`config.mk`:
```
export PLATFORM = sky130hd
export DESIGN_NAME = id_ex_stage
export DESIGN_NICKNAME = d
export VERILOG_FILES = /design/src/rtl/id_ex_stage_pkg.sv /design/src/rtl/id_ex_stage_fwd_mux.sv /design/src/rtl/id_ex_stage.sv
export SDC_FILE = /design/constraint.sdc
export NUM_CORES = 1
export LEC_CHECK = 0
export CAP_MARGIN = 20
export CORE_MARGIN = 3
export CORE_UTILIZATION = 47
export DETAILED_ROUTE_END_ITERATION = 8
export PLACE_DENSITY_LB_ADDON = 0.12
export RECOVER_POWER = 100
export SYNTH_ARGS = -nofsm -noshare
export SYNTH_HDL_FRONTEND = slang
export SYNTH_SLANG_ARGS = --single-unit
```
`constraint.sdc`:
```
create_clock -name clk -period 7.85 [get_ports clk]
set_input_delay 1.9625 -clock clk [delete_from_list [all_inputs] [get_ports clk]]
set_output_delay 1.9625 -clock clk [all_outputs]
set_load 0.02 [all_outputs]
```
`src/rtl/id_ex_stage_pkg.sv`:
```
// -----------------------------------------------------------------------------
// id_ex_stage_pkg
// Shared pipeline constants for the ID/EX stage:
//   - ALUC_*      : 4-bit ALU operation codes presented on alu_op
//   - SRC_A_*     : ALU A operand selector values
//   - src_b_e     : ALU B operand selector values
//   - REG_ZERO    : architectural zero register index
//   - upd_e       : how the ID/EX register is updated on a clock edge
//   - rt_is_used  : whether an instruction in ID actually reads rt
// -----------------------------------------------------------------------------
package id_ex_stage_pkg;

    localparam logic [3:0] ALUC_ADD  = 4'd0;
    localparam logic [3:0] ALUC_SUB  = 4'd1;
    localparam logic [3:0] ALUC_AND  = 4'd2;
    localparam logic [3:0] ALUC_OR   = 4'd3;
    localparam logic [3:0] ALUC_XOR  = 4'd4;
    localparam logic [3:0] ALUC_NOR  = 4'd5;
    localparam logic [3:0] ALUC_SLT  = 4'd6;
    localparam logic [3:0] ALUC_SLTU = 4'd7;
    localparam logic [3:0] ALUC_SLL  = 4'd8;
    localparam logic [3:0] ALUC_SRL  = 4'd9;
    localparam logic [3:0] ALUC_SRA  = 4'd10;
    localparam logic [3:0] ALUC_LUI  = 4'd11;

    localparam logic SRC_A_RS    = 1'b0;
    localparam logic SRC_A_SHAMT = 1'b1;

    typedef enum logic [1:0] {
        SRC_B_RT   = 2'd0,
        SRC_B_SIMM = 2'd1,
        SRC_B_ZIMM = 2'd2,
        SRC_B_RSVD = 2'd3
    } src_b_e;

    localparam logic [4:0] REG_ZERO = 5'd0;

    typedef enum logic [1:0] {
        UPD_KEEP   = 2'd0,
        UPD_BUBBLE = 2'd1,
        UPD_LOAD   = 2'd2
    } upd_e;

    // rt is a real source when B takes the register or the instruction stores rt.
    function automatic logic rt_is_used(input logic [1:0] src_b, input logic mem_write);
        return (src_b == SRC_B_RT) || mem_write;
    endfunction

endpackage

```
`src/rtl/id_ex_stage_fwd_mux.sv`:
```
// -----------------------------------------------------------------------------
// id_ex_stage_fwd_mux
// Resolves one source operand against the in-flight MEM and WB writes.
// Ports:
//   src                         : source register index held in EX
//   reg_data                    : register file data captured with it
//   mem_reg_write/mem_dst/mem_result : MEM-stage write port
//   wb_reg_write/wb_dst/wb_result    : WB-stage write port
//   fwd                         : operand value after forwarding
// MEM is younger than WB, so it wins. Register 0 never forwards.
// -----------------------------------------------------------------------------
module id_ex_stage_fwd_mux #(
    parameter int DW = 32,
    parameter int RW = 5
) (
    input  logic [RW-1:0] src,
    input  logic [DW-1:0] reg_data,
    input  logic          mem_reg_write,
    input  logic [RW-1:0] mem_dst,
    input  logic [DW-1:0] mem_result,
    input  logic          wb_reg_write,
    input  logic [RW-1:0] wb_dst,
    input  logic [DW-1:0] wb_result,
    output logic [DW-1:0] fwd
);

    logic mem_hit_s;
    logic wb_hit_s;

    assign mem_hit_s = mem_reg_write && (mem_dst != {RW{1'b0}}) && (mem_dst == src);
    assign wb_hit_s  = wb_reg_write  && (wb_dst  != {RW{1'b0}}) && (wb_dst  == src);

    // Priority select: MEM, then WB, then the captured register data.
    always_comb begin
        fwd = reg_data;
        if (mem_hit_s) begin
            fwd = mem_result;
        end else if (wb_hit_s) begin
            fwd = wb_result;
        end else begin
            fwd = reg_data;
        end
    end

endmodule

```
`src/rtl/id_ex_stage.sv`:
```
// -----------------------------------------------------------------------------
// id_ex_stage
// ID/EX pipeline register with EX-side operand selection feeding the ALU.
// Ports:
//   clk, rst_n          : clock, asynchronous active-low reset
//   id_*                : decoded instruction from ID
//   hold                : freeze the register
//   flush               : kill the instruction entering EX
//   mem_*/wb_*          : later-stage write ports used for forwarding
//   load_use_stall      : ID/IF must hold this cycle (combinational)
//   alu_a, alu_b, alu_op: ALU operands and operation
//   ex_*                : registered control, destination, PC, store data
// Update priority on each edge: flush > hold > load-use bubble > load.
// -----------------------------------------------------------------------------
module id_ex_stage
    import id_ex_stage_pkg::*;
#(
    parameter int DW = 32,
    parameter int RW = 5
) (
    input  logic          clk,
    input  logic          rst_n,
    input  logic          id_valid,
    input  logic [DW-1:0] id_pc,
    input  logic [DW-1:0] id_rs_data,
    input  logic [DW-1:0] id_rt_data,
    input  logic [RW-1:0] id_rs,
    input  logic [RW-1:0] id_rt,
    input  logic [RW-1:0] id_rd,
    input  logic [15:0]   id_imm,
    input  logic [4:0]    id_shamt,
    input  logic [3:0]    id_alu_op,
    input  logic          id_src_a,
    input  logic [1:0]    id_src_b,
    input  logic          id_reg_write,
    input  logic          id_mem_read,
    input  logic          id_mem_write,
    input  logic          id_mem_to_reg,
    input  logic          hold,
    input  logic          flush,
    input  logic          mem_reg_write,
    input  logic [RW-1:0] mem_dst,
    input  logic [DW-1:0] mem_result,
    input  logic          wb_reg_write,
    input  logic [RW-1:0] wb_dst,
    input  logic [DW-1:0] wb_result,
    output logic          load_use_stall,
    output logic [DW-1:0] alu_a,
    output logic [DW-1:0] alu_b,
    output logic [3:0]    alu_op,
    output logic          ex_valid,
    output logic          ex_reg_write,
    output logic          ex_mem_read,
    output logic          ex_mem_write,
    output logic          ex_mem_to_reg,
    output logic [RW-1:0] ex_dst,
    output logic [DW-1:0] ex_store_data,
    output logic [DW-1:0] ex_pc
);

    typedef struct packed {
        logic          valid;
        logic          reg_write;
        logic          mem_read;
        logic          mem_write;
        logic          mem_to_reg;
        logic [RW-1:0] dst;
        logic [RW-1:0] rs;
        logic [RW-1:0] rt;
        logic [DW-1:0] pc;
        logic [DW-1:0] rs_data;
        logic [DW-1:0] rt_data;
        logic [15:0]   imm;
        logic [4:0]    shamt;
        logic [3:0]    alu_op;
        logic          src_a;
        src_b_e        src_b;
    } ex_regs_t;

    ex_regs_t      ex_r;
    ex_regs_t      ex_d_s;
    upd_e          upd_s;
    logic          stall_s;
    logic [DW-1:0] fwd_rs_s;
    logic [DW-1:0] fwd_rt_s;
    logic [DW-1:0] alu_a_s;
    logic [DW-1:0] alu_b_s;

    // Load-use hazard: the load in EX produces data the ID instruction needs now.
    always_comb begin
        stall_s = 1'b0;
        if (ex_r.valid && ex_r.mem_read && (ex_r.dst != {RW{1'b0}}) && id_valid && !flush) begin
            if (ex_r.dst == id_rs) begin
                stall_s = 1'b1;
            end else if ((ex_r.dst == id_rt) && rt_is_used(id_src_b, id_mem_write)) begin
                stall_s = 1'b1;
            end else begin
                stall_s = 1'b0;
            end
        end else begin
            stall_s = 1'b0;
        end
    end

    assign load_use_stall = stall_s;

    // Choose how the register updates this edge (flush overrides hold).
    always_comb begin
        upd_s = UPD_LOAD;
        if (flush) begin
            upd_s = UPD_BUBBLE;
        end else if (hold) begin
            upd_s = UPD_KEEP;
        end else if (stall_s) begin
            upd_s = UPD_BUBBLE;
        end else begin
            upd_s = UPD_LOAD;
        end
    end

    // Next register contents; a bubble is all-zero so it can never write anything.
    always_comb begin
        ex_d_s = ex_r;
        case (upd_s)
            UPD_BUBBLE: ex_d_s = '0;
            UPD_LOAD: begin
                ex_d_s.valid      = id_valid;
                ex_d_s.reg_write  = id_reg_write;
                ex_d_s.mem_read   = id_mem_read;
                ex_d_s.mem_write  = id_mem_write;
                ex_d_s.mem_to_reg = id_mem_to_reg;
                ex_d_s.dst        = id_rd;
                ex_d_s.rs         = id_rs;
                ex_d_s.rt         = id_rt;
                ex_d_s.pc         = id_pc;
                ex_d_s.rs_data    = id_rs_data;
                ex_d_s.rt_data    = id_rt_data;
                ex_d_s.imm        = id_imm;
                ex_d_s.shamt      = id_shamt;
                ex_d_s.alu_op     = id_alu_op;
                ex_d_s.src_a      = id_src_a;
                ex_d_s.src_b      = src_b_e'(id_src_b);
            end
            UPD_KEEP: ex_d_s = ex_r;
            default:  ex_d_s = ex_r;
        endcase
    end

    // ID/EX pipeline register.
    always_ff @(posedge clk or negedge rst_n) begin
        if (!rst_n) begin
            ex_r <= '0;
        end else begin
            ex_r <= ex_d_s;
        end
    end

    id_ex_stage_fwd_mux #(.DW(DW), .RW(RW)) u_fwd_rs (
        .src           (ex_r.rs),
        .reg_data      (ex_r.rs_data),
        .mem_reg_write (mem_reg_write),
        .mem_dst       (mem_dst),
        .mem_result    (mem_result),
        .wb_reg_write  (wb_reg_write),
        .wb_dst        (wb_dst),
        .wb_result     (wb_result),
        .fwd           (fwd_rs_s)
    );

    id_ex_stage_fwd_mux #(.DW(DW), .RW(RW)) u_fwd_rt (
        .src           (ex_r.rt),
        .reg_data      (ex_r.rt_data),
        .mem_reg_write (mem_reg_write),
        .mem_dst       (mem_dst),
        .mem_result    (mem_result),
        .wb_reg_write  (wb_reg_write),
        .wb_dst        (wb_dst),
        .wb_result     (wb_result),
        .fwd           (fwd_rt_s)
    );

    // ALU A: forwarded rs or the zero-extended shift amount.
    always_comb begin
        alu_a_s = fwd_rs_s;
        if (ex_r.src_a == SRC_A_SHAMT) begin
            alu_a_s = {{(DW-5){1'b0}}, ex_r.shamt};
        end else begin
            alu_a_s = fwd_rs_s;
        end
    end

    // ALU B: forwarded rt or an extended immediate; the reserved code behaves as rt.
    always_comb begin
        alu_b_s = fwd_rt_s;
        case (ex_r.src_b)
            SRC_B_RT:   alu_b_s = fwd_rt_s;
            SRC_B_SIMM: alu_b_s = {{(DW-16){ex_r.imm[15]}}, ex_r.imm};
            SRC_B_ZIMM: alu_b_s = {{(DW-16){1'b0}}, ex_r.imm};
            SRC_B_RSVD: alu_b_s = fwd_rt_s;
            default:    alu_b_s = fwd_rt_s;
        endcase
    end

    assign alu_a         = alu_a_s;
    assign alu_b         = alu_b_s;
    assign alu_op        = ex_r.alu_op;
    assign ex_valid      = ex_r.valid;
    assign ex_reg_write  = ex_r.reg_write;
    assign ex_mem_read   = ex_r.mem_read;
    assign ex_mem_write  = ex_r.mem_write;
    assign ex_mem_to_reg = ex_r.mem_to_reg;
    assign ex_dst        = ex_r.dst;
    assign ex_store_data = fwd_rt_s;
    assign ex_pc         = ex_r.pc;

endmodule

```
==> run summary <==
impl run done, here's what came out: setup_tns 0 ns, 1st-pass router iterations 6, internal reg-to-reg setup slack 3.02 ns, AO/OA Area Share 25.6%, Critical Path End Type output pin, Top Layout Cells 234 x clkdlybuf4s50_1, 144 x dfrtp_1, 137 x nand2_1, 129 x dlygate4sd3_1, 85 x a32o_1, Yosys cell types 45, GRT Util Overall 34.3%, Seq pwr share 36.5%, WL/cell 24.2 microns, top cells, area dfrtp_1 41%, a32o_1 9.7%, nand2_1 5.8%, nand3b_1 4.5%, buf_4 3.7%, Skew-Pair Late Insertion Delay 0.42 ns, top cells by count 144 x dfrtp_1, 137 x nand2_1, 85 x a32o_1, Max Freq 0.133 GHz, switching part of the total 30.2%, ys cells 988, WP buf/inv 3, antenna-violating nets left 0, worst ir drop on vdd 0.147 mV, share of layout cells above drive strength 1 5.99%, yosys adder share 0.284%, Net Switching 0.674 mW, crit path time final 7.52 ns, hold_sp ex_mem_write$_DFFE_PN0P_, crit-path cells clkdlybuf4s50_1 > or4_1 > o211ai_2 > or2_0 > clkbuf_2 > a31oi_1 > a22o_1 > dlygate4sd3_1, vias in the first global route 9,187, Max-Cap Viols 3, PostCTS Resize Cnt 0, FP Util 48.4%, Clock Power 0.857 mW, Hold Vio Cnt, Final 0, unrepaired setup endpoints after global routing false, Setup-failing EPs final 0, ys async rst share 100%, P_comb 0.562 mW, worst r2r src ex_dst[1]$_DFFE_PN0P_, Worst path top cell family by delay buffers and inverters, initial antenna violation count 3, Combinational Area 4360 sq um, DRC 0, CTS root buffer clkbuf_16, failing checks max-capacitance violations, max-slew violations, Post-synth EDFFs 0, Clock power frac 38.4%, Yosys warnings 0, Iter 0 DRT Violations 929, fin. max-slew vios 232, HPWL after DPL 25,800 microns, cell count along the critical path 8, htree depth 4, total grt overflow 0, Simple Share, Synth 19.6%, R2R cell count 6, core area 18,200 sq um, Reg area 3600 sq um, slowest CP cell or2_0, WS Path Type in -> out, fill count 1,475, Post-Route Skew 0.0119 ns, Final Cycle Share 95.8%, Layout Cells excl Fill 1,484, area delta synth->final 45.3%, Die W 143 microns, highest-power group clock, most numerous logic cell after layout clkdlybuf4s50_1, CTS tree built, chip area 20,400 sq um, Gate power share 25.2%, total sequential power 0.814 mW, Site Rows 49, Clock Sink Count 144, CP Max Fanout 23, crit-path max cell delay 0.66 ns, Tightest Hold Check Type reg -> reg, comb area leader AND-OR/OR-AND gates, most flop-heavy register ex_r, worst flop-to-flop path endpoint ex_r[11]$_DFFE_PN0P_, cell area after synthesis 8810 sq um, area leader, netlist dfrtp_1, GP Congestion 0.952, Mapped Cells 988, XOR Share, Synth 2.98%, crit path launch mem_dst[3], CTS Hold Bufs 0, Worst EP arrival 5.56 ns, via count 9,333, measured slew at the worst slew-check pin 4.81 ns, Power Density 174 nW/um^2, IO buf count 366, top area contributor share 40.9%, main flop type dfrtp_1, Synth top cell by count dfrtp_1, post-synthesis sequential area ratio 40.9%, clock buffer count from CTS 17, Largest register FFs 98, syn avg cell area 8.92 sq um, chip area in the Yosys report 8810 sq um, status complete, but fails checks, Post-CTS Setup Inserts 0, Die Height 143 microns, startpoint class of the critical path input port, clock slew at the register clock pins of the worst setup and hold paths 0.07 ns, syn_nets 1,214, Placed Instances 1,450, Critical Path Sink alu_b[10], Leak 5.35 nW, final WL 36,000 microns, Max-slew headroom -221%, Ports 367, Avg Vias per Cell 6.29, Yosys reg bits 144, WP data required 5.89 ns, first-pass GRT wire length 53,800 microns, Tool Warnings 27, maximum clock insertion buffer count 2, internal power 1.56 mW, largest net degree at the start of global routing 99, layout net count 1,466, Multiplexer share 0.568%
==> worst reg2reg max path: cells and delay by family, from the launching register on <==
family	cells	cell delay, ns
AND-OR/OR-AND	2	0.77
buffers and inverters	1	2.84
flip-flops	1	0.45
AND/OR/NAND/NOR	3	0.70
==> final cells by class <==
class,instances,area share [%]
Multi-Input combinational cell,662,34.1
Sequential cell,144,28.1
Timing Repair Buffer,394,30.1
Antenna cell,2,0.0391
Inverter,21,0.615
Clock inverter,13,1.37
Clock buffer,19,3.46
Tap cell,229,2.24
==> per-stage QoR <==
stage               power (mW)  instance area, sq um  setup slack (ns)  hold WS, ns  utilization (%)
finish                    2.23                 12800             0.329        0.474             70.3
global route              2.31                 12800             0.285        0.494             70.3
CTS                       2.26                 12800             0.710        0.489             70.5
detailed placement        1.41                 12200             0.724        0.474             67.1
global placement          1.40                 12200             0.785        0.457             67.1
floorplan                 1.10                  8810              2.10        0.457                -
==> routing by layer <==
layer	global-route usage, %	vias up	share of wire [%]
met5	0	-	0.036
met4	12.9	2	3.7
met3	9.65	78	11
met2	59.1	557	50
li1	-	4167	-
met1	40.7	4529	36
==> worst min path at each step <==
stage | end | slack (ns) | cells after the start
2_1_floorplan | ex_r[7]$_DFFE_PN0P_ | 0.46 | 1
3_3_place_gp | ex_mem_write$_DFFE_PN0P_ | 0.46 | 2
3_5_place_dp | ex_mem_write$_DFFE_PN0P_ | 0.47 | 2
4_1_cts | ex_mem_write$_DFFE_PN0P_ | 0.49 | 2
5_1_grt | ex_r[7]$_DFFE_PN0P_ | 0.49 | 1
6_report | ex_mem_write$_DFFE_PN0P_ | 0.47 | 2
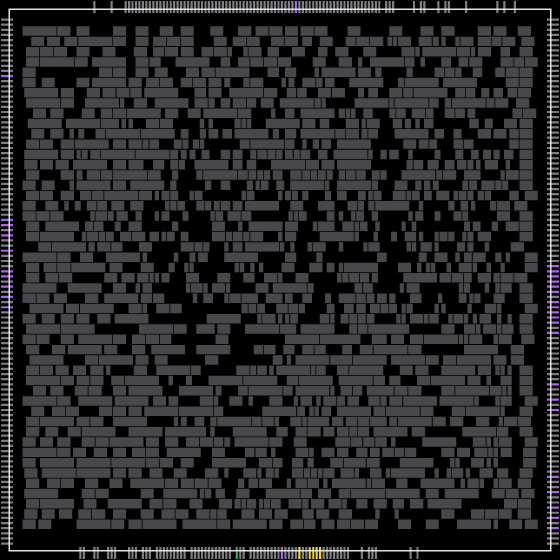
(images/pinout.png)
Pins as bars across the die edge, other pins in grey.
[purple] alu_a | pins: 32 | direction: output | edge: 20 right, 10 left, 1 bottom, 1 top
[yellow] id_rs | pins: 5 | direction: input | edge: bottom
[green] id_mem_read | pins: 1 | direction: input | edge: bottom

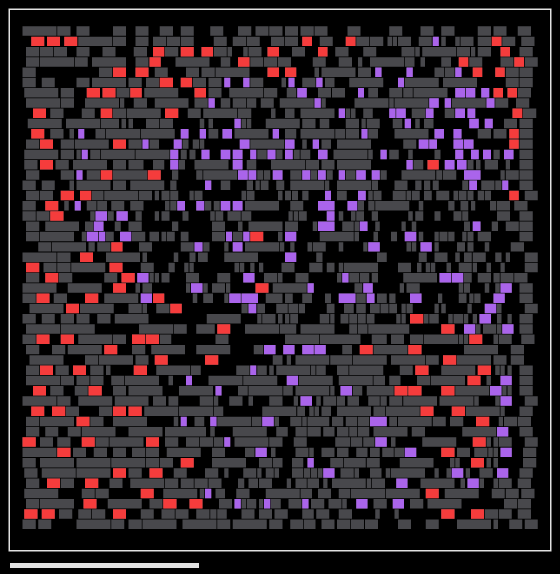
(images/gates.png)
Scale bar: 50 microns.
[red] non-inverting ao/oa cells | cells: 117 | most used: a32o_1 | where: widely spread
[purple] aoi and oai cells | cells: 162 | most used: o21ai_0

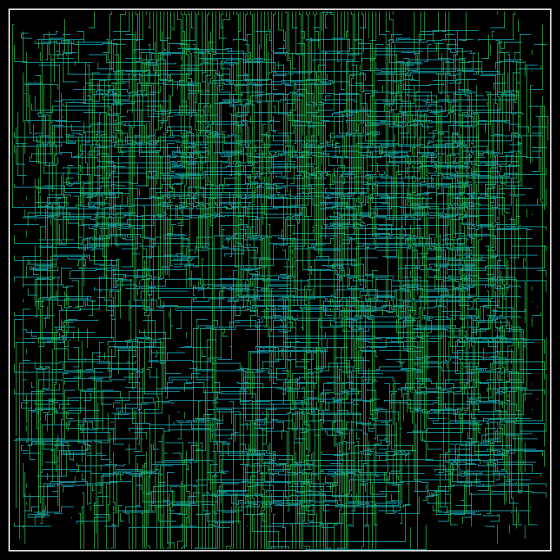
(images/layers.png)
Only two layers are drawn.
[green] M2 | wire length: 17,900 microns
[cyan] M1 | wire length: 12,900 microns

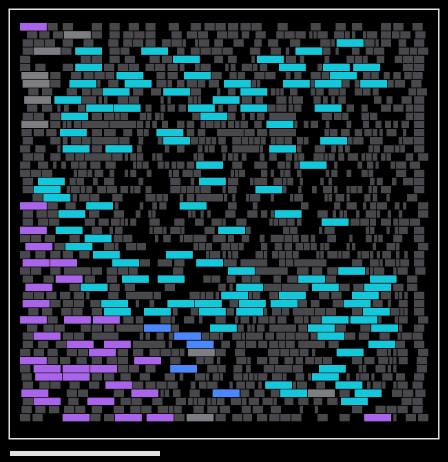
(images/ff_map.png)
Scale bar: 50 microns.
[cyan] ex_r | flops: 98 | where: widely spread
[purple] ex_pc | flops: 32 | where: bottom left
[blue] ex_dst | flops: 5 | where: bottom middle
not coloured: 9

Power is estimated from default activity; no workload was simulated.
